==> config.mk <==
export PLATFORM = sky130hd
export DESIGN_NAME = fifo_rd_fwft_flat
export DESIGN_NICKNAME = d
export VERILOG_FILES = /design/src/rtl/fifo_rd_fwft_if.sv /design/src/rtl/fifo_rd_fwft.sv /design/src/flat_wrapper.sv
export SDC_FILE = /design/constraint.sdc
export NUM_CORES = 1
export LEC_CHECK = 0
export ABC_AREA = 0
export CAP_MARGIN = 20
export CELL_PAD_IN_SITES_DETAIL_PLACEMENT = 0
export CELL_PAD_IN_SITES_GLOBAL_PLACEMENT = 2
export CORE_UTILIZATION = 36
export DETAILED_ROUTE_END_ITERATION = 8
export PLACE_DENSITY_LB_ADDON = 0.1
export SLEW_MARGIN = 10
export SYNTH_ARGS = -nofsm -noshare
export SYNTH_HDL_FRONTEND = slang
export SYNTH_SLANG_ARGS = --single-unit
==> constraint.sdc <==
create_clock -name rclk -period 4.9 [get_ports rclk]
set_input_delay 0.49 -clock rclk [delete_from_list [all_inputs] [get_ports rclk]]
set_output_delay 0.49 -clock rclk [all_outputs]
set_load 0.03 [all_outputs]
==> run_1/io_fan.png <==
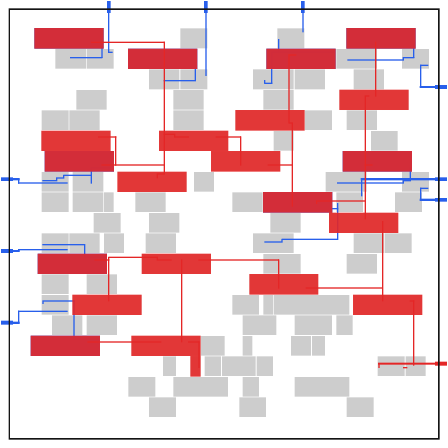
`m_m_data` -> blue  # bits 9, direction output, edge 3 right, 3 left, 3 top, end cells 9, buffers 9, wire 163 µm
`rrst` -> red  # bits 1, direction input, edge right, end cells 22, buffers 2, wire 204 µm
count of input and output buffers: 23
IO Count: 24

==> run_1/io_placement.png <==
Pins as bars across the die edge, other pins in gray.
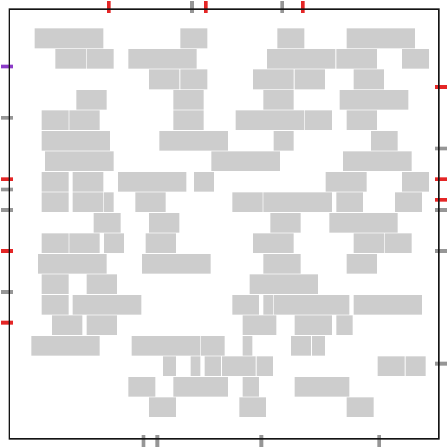
`rclk` -> purple  # pins 1, direction input, edge left
`m_m_data` -> red  # pins 9, direction output, edge 3 right, 3 left, 3 top
all pins by edge = 8 left, 7 right, 5 top, 4 bottom
die span in y: 56.8 µm
horizontal die size: 56.8 µm

==> run_1/wires.png <==
The bar under the picture is 20 µm long.
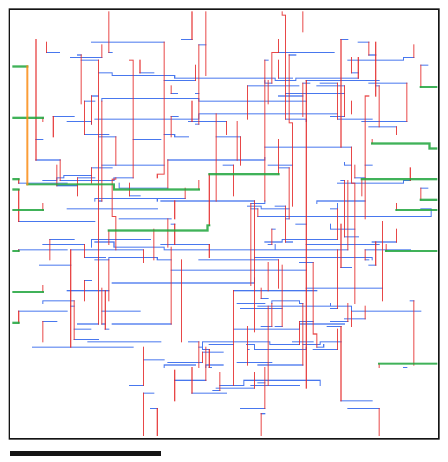
metal 1 -> blue  # wire length 913 µm
metal 2 -> red  # wire length 781 µm
metal 3 -> green  # wire length 106 µm
metal 4 -> orange  # wire length 15.6 µm
Total Routing Usage GR: 13.2%
DR vias: 623
detailed-route wire length: 1820 µm
average routed wire per standard cell: 14.4 µm

==> results.txt <==
Results of the flow run.

Buffers inserted to repair hold after CTS numbered 0. After the last flow step, the layout net total stands at 111. Among all flip-flop cells after synthesis, the most frequent one is dfrtp_1. The max-cap check violation count stands at 0.

The actual transition at the worst max-transition pin stands at 0.787 ns. Summing the areas of all and, or, nand and nor instances in the mapped netlist gives 7.87% of the synthesized area. The synthesized design contains 0 enable-type register cells.

The DRC violation total left in the routed layout is recorded as 2. After detailed routing, the number of vias per cell comes to 4.94. The Yosys step of the flow raised 0 warnings.

From synthesis to final layout, the design area changed by 24.0%. The count of cells in the finished layout, fillers not included, comes to 126. The number of warnings reported in the stage logs is 26. The number of fill cells in the layout stands at 282. The flop-to-flop setup slack stands at 2.55 ns. The number of buffers between clock root and the deepest sink stands at 2.

Sorting the synthesis cell report by count puts at the top mux2_2. The signal on the critical path passes through or2_2, and2_1, ha_1, nand2b_1, fa_1, xor2_1, nor3_1, clkdlybuf4s50_1. The number of antenna violations at the first check in global routing is 0. At floorplan, the net count of the design was reported as 86. The effective utilization at floorplan stands at 38.5%.

Walking the critical path from launch to capture passes 8 cell instances. In this run, the synthesized area fraction spent on xor and xnor cells is recorded as 0.810%. According to the dpl log, the detail-placed design has an HPWL of 1200 µm. For this run, the slowest stage of the critical path takes 0.71 ns.

The later pin in the worst-skew pair is clocked with a latency of 0.30 ns. The maximum number of pins on one net before global-route repair stands at 23. STA classifies the critical path startpoint as a flip-flop. The data required time reported for the critical path is 4.41 ns. The repair_antennas step left the layout with diodes totalling 0.

The total power divided by cell area stands at 577 nW/µm². The post-route cell area stands at 1340 µm². The floorplan core area stands at 2810 µm². Each instance of the synthesized netlist takes up on average 15.2 µm². The tree is rooted in a clkbuf_4.

The report shows a maximum critical-path fanout of 8. Overall power consumption after layout is estimated at 0.773 mW. STA classifies the critical path endpoint as an output port.

The proportion of layout cells with a drive suffix above 1 stands at 37.9%. The leakage power of the design stands at 0.579 nW. Per the power-grid run, VDD falls by no more than 0.229 mV. The number of core rows stands at 19. The weighted congestion reported at the end of routability-driven placement stands at 0.685. Setup repair after global routing left no endpoint under its margin. The footprint of the flip-flops and latches stands at 526 µm².

Per the detailed placement report, the placed cell area equals 1310 µm². For the finished layout, the period the worst path requires is 3.76 ns. The detailed-routing iteration count for the pre-antenna-repair pass stands at 5.

The setup TNS stands at 0 ns. The area of the die stands at 3230 µm². The complex-gate fraction of the synthesized area stands at 3.59%. The top cell type in the final layout, fill and taps aside, is clkdlybuf4s50_1. Across all checked pins, the minimum headroom to the slew limit is 47.3%. The first global-routing pass estimated 3080 µm of wire.

Of the post-synthesis cell area, the dominant cell type holds 48.6%. The cell-mix breakdown from Yosys lists the adder-cell area share as 3.01%. Clock-pin slew was measured on the worst setup and hold paths at 0.12 ns.

Before any placement, the netlist area is recorded as 1080 µm². Across the routed clock network, the largest skew measured is 0.00363 ns. The most common logic cells in the final layout are clkdlybuf4s50_1, mux2_2, dfrtp_1. Counting pins that exceed their max-slew limit in the final report gives 0. By startpoint and endpoint, the worst setup path is classified as reg -> out. The DRC violation total after the first TritonRoute iteration stands at 14. The cell depth of the worst flop-to-flop path stands at 7. Static timing analysis puts the maximum clock frequency at 266 MHz. The number of synthesized register bits stands at 21. The total placed cells including tap cells stands at 122. The timing report notes that buffer and inverter cells on the critical path total 1. The via count of the first global-routing pass came to 652. TritonCTS built the clock tree. The kind of cell with the highest combined delay along the critical path is simple AND/OR/NAND/NOR gates.

By area, the combinational part of the netlist is dominated by multiplexers. The flow ran to the end, but the final reports show violations. The pre-CTS worst setup slack stands at 1.15 ns. Sorting the Yosys area breakdown by cell type puts at the top dfrtp_1. Per the CTS log, the maximum H-tree level is 1.

The checks that failed: design-rule violations. Checking hold timing, the worst path is listed with class in -> async. The number of cells produced by synthesis stands at 71. The worst hold slack after final layout stands at 0.512 ns. Clock tree synthesis inserted a total of 3 buffers. The finished layout reports a core utilization of 47.8%. After synthesis, the design contains 71 cells according to Yosys. The synthesized netlist has a Yosys-reported chip area of 1080 µm². The period utilization stands at 76.7%.

By area the synthesized netlist is led by dfrtp_1, mux2_2, mux2_4. After synthesis, the netlist uses 26 different library cells. The number of failing hold endpoints at the final stage stands at 0. Sorting the synthesized cells by how often they occur yields mux2_2, dfrtp_1, mux2_4. The quantity of gates resized following cts stands at 0. The worst setup margin stands at 1.14 ns. The async set or reset register ratio after synthesis stands at 100%. At the worst endpoint, the arrival time is 3.27 ns.

The clock drives 21 sinks. After clock tree synthesis, the setup repair step added 0 buffers. The final timing report counts setup violations totalling 0. The sequential area share after synthesis stands at 48.6%. The area of combinational cells with multiple inputs stands at 508 µm².

For reference, the mux area share after synthesis is 31.7%. The slowest stage of the critical path is the clkdlybuf4s50_1 cell. The count of nets left with antenna violations after detail routing stands at 0. The total overflow left after global routing is 0.
## run 1: power by group
part	total [mW]	switching (mW)	internal, mW
logic	0.381	0.174	0.207
clock network	0.0842	0.0525	0.0318
registers	0.307	0.0514	0.256
## run 1: layout make-up
cell class                 count  share of cell area [%]
sequential                    21                    39.2
multi-input combinational     45                    37.9
timing repair buffer          24                    17.7
tap                           31                    2.89
clock buffer                   4                    1.96
inverter                       1                   0.280
## run 1: kinds of logic after synthesis
logic type	after synthesis
xor+xnor	1
simple gates	10
flops	21
buf+inv	5
compound gates	3
fa+ha+maj	2
mux	29
## run 1: layer usage
layer / part of all wire [%] / track usage, % / vias to the layer above
met5: 0 / 0 / -
met4: 0.83 / 5.23 / 0
met3: 5.8 / 5.30 / 2
met2: 43 / 19.2 / 19
met1: 50 / 17.3 / 308
li1: - / - / 294
No activity file was given, so power comes from the tool's default toggle rates.
